`config.mk`:
```
export PLATFORM = sky130hd
export DESIGN_NAME = bcd_score_counter
export DESIGN_NICKNAME = d
export VERILOG_FILES = /design/src/rtl/bcd_score_counter.sv
export SDC_FILE = /design/constraint.sdc
export NUM_CORES = 1
export LEC_CHECK = 0
export ABC_AREA = 0
export CAP_MARGIN = 20
export CORE_MARGIN = 4
export CORE_UTILIZATION = 40
export DETAILED_ROUTE_END_ITERATION = 8
export GPL_TIMING_DRIVEN = 0
export HOLD_SLACK_MARGIN = 0.15
export PLACE_DENSITY = 0.68
export SETUP_SLACK_MARGIN = 0.4
export SLEW_MARGIN = 20
export SYNTH_ARGS = -nofsm -noshare
export SYNTH_HDL_FRONTEND = slang
export SYNTH_SLANG_ARGS = --single-unit
export TNS_END_PERCENT = 30
```
`constraint.sdc`:
```
create_clock -name CLK -period 5.22 [get_ports CLK]
set_input_delay 0.783 -clock CLK [delete_from_list [all_inputs] [get_ports CLK]]
set_output_delay 0.783 -clock CLK [all_outputs]
set_load 0.01 [all_outputs]
```
`src/rtl/bcd_score_counter.sv`:
```
// N-digit BCD score counter stepped by a debounced push-button, with auto-repeat,
// up/down counting, wrap or saturate at the limits, clear, load and leading-zero blanking.
module bcd_score_counter #(
  parameter int DIGITS          = 3,
  parameter int DEBOUNCE_CYCLES = 500_000,
  parameter int HOLD_CYCLES     = 25_000_000,
  parameter int REPEAT_CYCLES   = 5_000_000,
  parameter int WRAP            = 1
) (
  input  logic                  CLK,
  input  logic                  nRST,
  input  logic                  nPBTON,
  input  logic                  up,
  input  logic                  clr,
  input  logic                  load,
  input  logic [4*DIGITS-1:0]   load_val,
  output logic [4*DIGITS-1:0]   digits,
  output logic [DIGITS-1:0]     blank,
  output logic                  step_o,
  output logic                  limit_o
);

  localparam int DBW  = $clog2(DEBOUNCE_CYCLES) + 1;
  localparam int TMAX = (HOLD_CYCLES > REPEAT_CYCLES) ? HOLD_CYCLES : REPEAT_CYCLES;
  localparam int TW   = $clog2(TMAX) + 1;

  localparam logic [DBW-1:0] DB_LAST   = DBW'(DEBOUNCE_CYCLES - 1);
  localparam logic [TW-1:0]  HOLD_LAST = TW'(HOLD_CYCLES - 1);
  localparam logic [TW-1:0]  REP_LAST  = TW'(REPEAT_CYCLES - 1);

  typedef enum logic [1:0] {
    IDLE   = 2'd0,
    HELD   = 2'd1,
    REPEAT = 2'd2
  } stepState_e;

  logic                 sync1_q, sync2_q;
  logic                 accepted_q, accepted_d;
  logic [DBW-1:0]       dbCnt_q, dbCnt_d;
  logic                 armed_q, armed_d;
  logic                 acceptEvt, pressEvt, releaseEvt;

  stepState_e           state_q, state_d;
  logic [TW-1:0]        timer_q, timer_d;
  logic                 stepReq;

  logic [4*DIGITS-1:0]  incVal, decVal, loadClamped;
  logic                 allNines, allZero;

  logic [4*DIGITS-1:0]  digits_q, digits_d;
  logic [DIGITS-1:0]    blank_q, blank_d;
  logic                 step_q, step_d;
  logic                 limit_q, limit_d;

  // Synchroniser is deliberately not reset so a button held through reset stays visible.
  always_ff @(posedge CLK) begin
    sync1_q <= ~nPBTON;
    sync2_q <= sync1_q;
  end

  assign acceptEvt  = (sync2_q != accepted_q) && (dbCnt_q == DB_LAST);
  assign pressEvt   = acceptEvt && sync2_q;
  assign releaseEvt = acceptEvt && !sync2_q;

  // armed stays low after reset until the button is seen released, so a held press never steps.
  always_comb begin
    accepted_d = accepted_q;
    dbCnt_d    = '0;
    armed_d    = armed_q | ~sync2_q;
    if (sync2_q != accepted_q) begin
      if (dbCnt_q == DB_LAST) begin
        accepted_d = sync2_q;
      end else begin
        dbCnt_d = dbCnt_q + 1'b1;
      end
    end
  end

  always_ff @(posedge CLK) begin
    if (!nRST) begin
      accepted_q <= 1'b0;
      dbCnt_q    <= '0;
      armed_q    <= 1'b0;
    end else begin
      accepted_q <= accepted_d;
      dbCnt_q    <= dbCnt_d;
      armed_q    <= armed_d;
    end
  end

  always_comb begin
    state_d = state_q;
    timer_d = timer_q;
    stepReq = 1'b0;
    case (state_q)
      IDLE: begin
        timer_d = '0;
        if (pressEvt && armed_q) begin
          stepReq = 1'b1;
          state_d = HELD;
        end
      end
      HELD: begin
        if (releaseEvt) begin
          state_d = IDLE;
          timer_d = '0;
        end else if (timer_q == HOLD_LAST) begin
          stepReq = 1'b1;
          state_d = REPEAT;
          timer_d = '0;
        end else begin
          timer_d = timer_q + 1'b1;
        end
      end
      REPEAT: begin
        if (releaseEvt) begin
          state_d = IDLE;
          timer_d = '0;
        end else if (timer_q == REP_LAST) begin
          stepReq = 1'b1;
          timer_d = '0;
        end else begin
          timer_d = timer_q + 1'b1;
        end
      end
      default: begin
        state_d = IDLE;
        timer_d = '0;
      end
    endcase
  end

  always_ff @(posedge CLK) begin
    if (!nRST) begin
      state_q <= IDLE;
      timer_q <= '0;
    end else begin
      state_q <= state_d;
      timer_q <= timer_d;
    end
  end

  // Single-cycle ripple; the final carry/borrow doubles as the all-9s / all-0s detect.
  always_comb begin
    logic       carry;
    logic       borrow;
    logic [3:0] dig;
    incVal = '0;
    decVal = '0;
    carry  = 1'b1;
    borrow = 1'b1;
    for (int i = 0; i < DIGITS; i++) begin
      dig = digits_q[4*i +: 4];
      if (carry && dig == 4'd9) begin
        incVal[4*i +: 4] = 4'd0;
      end else begin
        incVal[4*i +: 4] = carry ? dig + 4'd1 : dig;
        carry = 1'b0;
      end
      if (borrow && dig == 4'd0) begin
        decVal[4*i +: 4] = 4'd9;
      end else begin
        decVal[4*i +: 4] = borrow ? dig - 4'd1 : dig;
        borrow = 1'b0;
      end
    end
    allNines = carry;
    allZero  = borrow;
  end

  always_comb begin
    logic [3:0] ld;
    loadClamped = '0;
    for (int i = 0; i < DIGITS; i++) begin
      ld = load_val[4*i +: 4];
      loadClamped[4*i +: 4] = (ld > 4'd9) ? 4'd9 : ld;
    end
  end

  always_comb begin
    digits_d = digits_q;
    step_d   = 1'b0;
    limit_d  = 1'b0;
    if (clr) begin
      digits_d = '0;
    end else if (load) begin
      digits_d = loadClamped;
    end else if (stepReq) begin
      if (up) begin
        if (!allNines) begin
          digits_d = incVal;
          step_d   = 1'b1;
        end else begin
          limit_d = 1'b1;
          if (WRAP != 0) begin
            digits_d = '0;
            step_d   = 1'b1;
          end
        end
      end else begin
        if (!allZero) begin
          digits_d = decVal;
          step_d   = 1'b1;
        end else begin
          limit_d = 1'b1;
          if (WRAP != 0) begin
            digits_d = {DIGITS{4'd9}};
            step_d   = 1'b1;
          end
        end
      end
    end
  end

  // Blank mask is derived from the next count so it registers alongside the digits.
  always_comb begin
    logic higherZero;
    blank_d    = '0;
    higherZero = 1'b1;
    for (int i = DIGITS - 1; i >= 1; i--) begin
      higherZero = higherZero && (digits_d[4*i +: 4] == 4'd0);
      blank_d[i] = higherZero;
    end
  end

  always_ff @(posedge CLK) begin
    if (!nRST) begin
      digits_q   <= '0;
      blank_q    <= '1;
      blank_q[0] <= 1'b0;
      step_q     <= 1'b0;
      limit_q    <= 1'b0;
    end else begin
      digits_q <= digits_d;
      blank_q  <= blank_d;
      step_q   <= step_d;
      limit_q  <= limit_d;
    end
  end

  assign digits  = digits_q;
  assign blank   = blank_q;
  assign step_o  = step_q;
  assign limit_o = limit_q;

endmodule

```
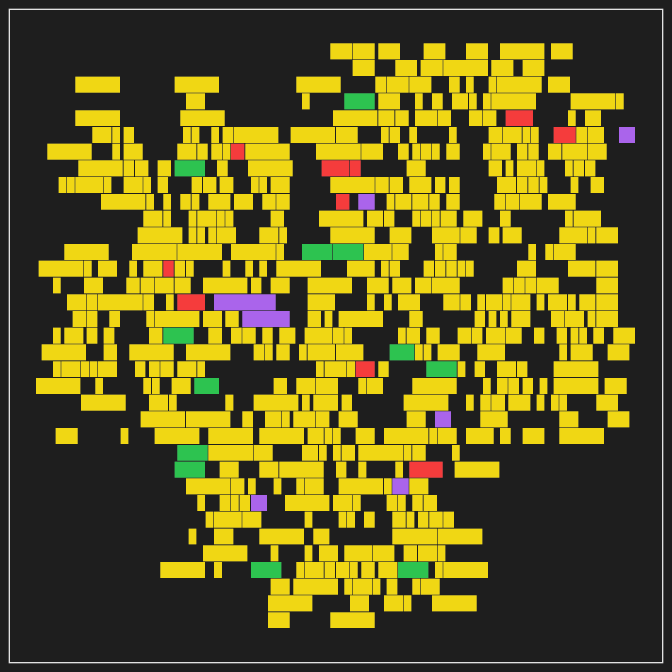
**Above:** cell sizes after repair.
| size | colour | cells | share |
|---|---|---|---|
| drive 2 | red | 10 | 1.9% |
| drive 1 or less | yellow | 486 | 94% |
| drive 6 and up | green | 12 | 2.3% |
| drive 3 to 4 | purple | 7 | 1.4% |
final worst slack: 2.260 ns
number of buffers outside the clock class in the layout: 50
post-route standard cell area excluding fillers: 4509 µm²

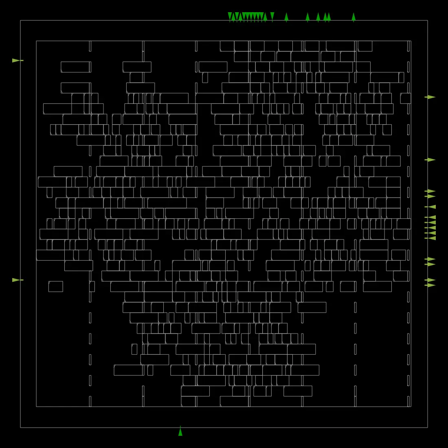
**Above:** cell placement.
Flop Count: 68
total of fill cells in the finished design: 925
utilization of the core after routing: 48.57%
number of well-tap cells placed: 129

==> summary.txt <==
This memo summarizes the results of the implementation run.

Status
The flow ran to the end, and the final reports show no timing, DRC or antenna violations.

Synth
For this run, the chip area from Yosys synthesis comes to about 3800 µm². The dominant combinational cell family by area after synthesis is simple AND/OR/NAND/NOR gates. After synthesis, the share of cell area in mux cells is under 10%. For reference, simple AND, OR, NAND and NOR cells occupy 29.75% of the area reported after synthesis. Yosys instantiated no cell more often than dfxtp_1. In the synthesized netlist, the number of instances is 466. By count the netlist is led by dfxtp_1 (68), nor2_1 (64), nand2_1 (38), xor2_1 (27), nand3_1 (26). The top cell type by area accounts for approximately 35% of the synthesized area. The fraction of the mapped netlist area in compound gates is approximately 14%. Per the synth stats, the proportion of register bits with asynchronous set or reset is 0%. The library cell occupying the most area in the post-synthesis netlist is dfxtp_1. Per the post-synthesis report, the nets total 501. The adder-cell share of the synthesized area is under 10%. The synthesized netlist was found by Yosys to have about 470 cells. Per Yosys stat, the portion of area used by sequential elements is between 30% and 40%. The mapped netlist covers around 3800 µm².

After synthesis, the netlist uses just under 70 different library cells. Ranked by total cell area, the synthesized netlist is headed by dfxtp_1 (35%), nor2_1 (6.3%), xor2_1 (6.2%). The number of synthesized register bits is roughly 68. The synthesis report lists the Yosys warning total as 0. The parity-gate share of the synthesized area counting xor and xnor cells is slightly below 9%. In this run, synthesis inferred 0 flip-flops with an integrated enable. Looking at the cell usage after synthesis, the top flip-flop cell is dfxtp_1. The post-synthesis average cell area is 8.240 µm².

Routing
According to the report, the first pass of detailed routing completed in 4 iterations. The routed layout reports a DRC error count of 0. The via count is about 3400. The total met2 wirelength after detailed routing is ~4.1 mm. The antenna violation net count after detailed routing is 0. The violation tally recorded at the end of detailed-routing iteration 0 is approximately 150.

Per the detail_route report, vias per standard cell equal 5.334. The met1 wire length is 4.073 mm. The detailed router reports a met3 wire length of 378 µm. The uppermost layer routed is met4.

Critical path
Together, buffers and inverters on the worst path number 2. The arrival time of the worst setup path is 3.22 ns. The critical path's slowest stage uses the library cell clkdlybuf4s50_1. The end of the critical path is blank[1]. Data on the critical path is required at its endpoint by about 5.5 ns. The worst stage delay on the critical path is ~0.48 ns. The startpoint of the worst-slack reg-to-reg timing path is digits[5]. Per STA, the worst path is made up of clkdlybuf4s50_1 > clkbuf_1 > nand4b_1 > nor2_1 > a32oi_1 > o2111a_1 > nor3_2 > nand4_2 > nor4_2. The cell depth of the worst setup path is 9. The worst register-to-register path has a setup slack of 2.40 ns. The capturing element type of the critical path is a flip-flop. For the worst reg-to-reg path, the endpoint reported by OpenROAD is blank[1]. According to the timing report, the critical path is launched from up. STA classifies the critical path startpoint as an input pin. Measured in cells, the most critical reg-to-reg path has a length of 10. For reference, the most critical setup path is categorized as in -> reg. STA lists the maximum fanout along the critical path as 10.

The family of cells with the greatest summed delay on the critical path is simple AND/OR/NAND/NOR gates.

Clock network
The worst-case clock buffer depth is 2. TritonCTS built the clock tree. The quantity of gates resized following cts is 0. The post-CTS setup buffer count is 0. In the CTS report, the clock slew at the register clock pins of the worst setup and hold paths is listed as ~0.070 ns. The later pin in the worst-skew pair is clocked with a latency of approximately 0.35 ns. The count of hold buffers inserted by post-cts repair is 0. Clock tree synthesis found a total of just under 70 sinks. The H-tree was split into 3 levels. The tree is rooted in a clkbuf_8. The number of buffers added by the clock tree synthesis step is 9.

Final timing
Setup repair after global routing left no endpoint under its margin. Endpoints failing hold in the final report were tallied at 0. The top achievable clock speed is 0.3378 GHz.

Per the slew report, the remaining headroom to the max-slew limit stands at between 60 and 70%. The final max-slew violation count recorded for this run is 0. Setup violations remaining at the end of the flow were counted as 0. The post-layout period usage of the worst path is 56.71%. The pin closest to its max-slew limit shows a slew of 0.5923 ns.

In the final timing run, aggregate negative setup slack is 0 ns. The minimum clock period after layout is just under 3 ns. The most critical hold endpoint after final layout shows a slack of between 0.3 and 0.4 ns.

The clock tree skew after final layout is around 0.013 ns.

Finish
The final layout report lists a non-clock inverter count of 24. The finished layout holds roughly 640 standard cells, fillers aside. In the layout the commonest cells are dfxtp_1 (68), nor2_1 (64), nand2_1 (38), clkdlybuf4s50_1 (33), xor2_1 (27). The number of flip-flops under the largest register name is 26. The relative area change from synthesis to final layout is 17.43%. The most numerous logic cell after layout is dfxtp_1. The register with the most flip-flops is timer_q. In the final layout, the multi-input gates occupy about 2300 µm². Non-clock buffers make up under 10% of the layout cell area. The share of final layout cell area taken by clock buffers and inverters is under 10%. The number of antenna diodes in the final layout is 0. The net count of the finished layout is around 550. Clock buffers in the final layout number 10. The multi-input combinational gate total is around 360. The area-dominant cell class after layout is logic gates.

The ratio of cells with drive above 1 in the final layout is under 10%. Multi-input gates account for 51.14% of the area.

Global route
The most utilized layer in the global route result is met2. The met1 layer usage reported by global route is 19.71%. The via count of the first global-routing pass was 3217.

The met3 demand-to-capacity share in global routing is between 3 and 4%. The first global-routing pass estimated roughly 14 mm of wire. The met2 global-route usage is ~26%. The number of antenna violations at the first check in global routing is 0.

Entering global routing, the biggest net connects 13 pins. The total congestion overflow after global routing is 0.

Power and ir drop
Looking at the VDD voltage map, the peak drop is between 0.0001 and 0.00015 V. Combinational logic burns 9.4% of the power. Per the summary, power density relative to cell area is 225.4 nW/µm². Looking at the power breakdown, the clock network takes approximately two fifths of the total. The switching power is roughly 0.00026 W. The internal portion of total power is 0.0007541 W.

The dominant power group is registers. Overall power consumption after layout is estimated at 0.001017 W. The net switching fraction of the power is approximately a quarter.

The relative contribution of sequential cells to total power is between 50 and 60%. Summed over all cells, the static leakage comes to 1.577 nW. For the clock group, total power comes out at 0.000388 W. The power in combinational cells is 0.0000959 W.

Run
Across the run, the number of max-cap violations was 0. The logs give a warning total of 37.

Floorplan
The chip width is between 100 and 150 µm. The die footprint is ~11000 µm². In this run the standard cell core region covers 9284 µm².

The number of standard-cell rows in the floorplan is 35. The total I/O pin count is 35. The height of the die is 106.0 µm. The initial core utilization is 41.36%.

Worst hold path
In the hold timing report, the worst path depth is 0. STA lists the startpoint of the worst hold path as sync1_q. The most critical min-delay path falls under reg -> reg. The worst hold path terminates at sync2_q.

Placed design
RePlAce ended its routability-driven mode at a weighted congestion of 0.9163. The area of placed instances is 4332 µm². The total instance count after detailed placement is between 600 and 700. The buffer_ports step reported a buffer count of 33. For this run the detailed placement stage logged an HPWL of 6.524 mm. STA on the placed design reports a worst setup slack of 1.910 ns.
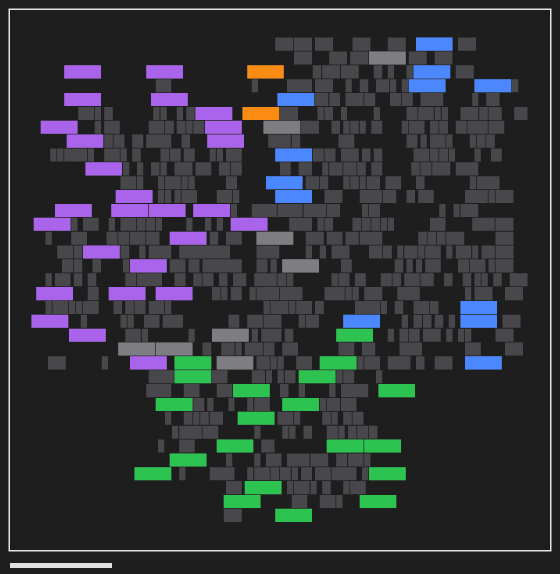
**Above:** where the registers sit.
The bar under the picture is 20 µm long. Other sequential cells in the stronger grey, the rest of the logic in the fainter grey.
| netlist name | colour | sequential cells |
|---|---|---|
| timer_q | purple | 26 |
| digits | blue | 12 |
| blank | orange | 2 |
| dbCnt_q | green | 20 |
not coloured: 8
power consumed by sequential cells: 0.000532 W
Seq area share: 30.19%
FF+latch area: 1361 µm²

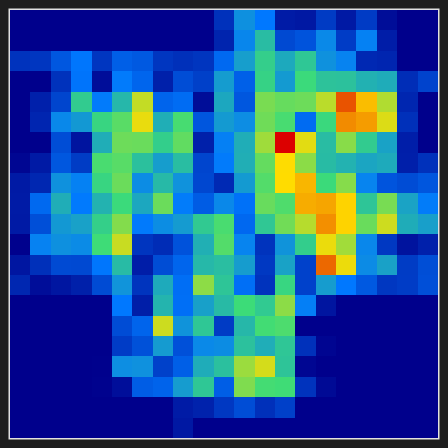
**Above:** signal metal coverage by tile.
21 x 21 tiles, from dark blue (low) to red (high), scaled to the fullest tile. Values are wire area over tile area, all layers added.
emptiest ninth of the die: bottom right
fullest tile: 0.53
nearly empty tiles: 29%
tiles over half the peak: 15%
densest ninth of the die: right middle
post-DR wirelength/cell: 13.50 µm
overall track demand over capacity in global routing: 15.60%
total wire length: 8.694 mm

No activity file was given, so power comes from the tool's default toggle rates.
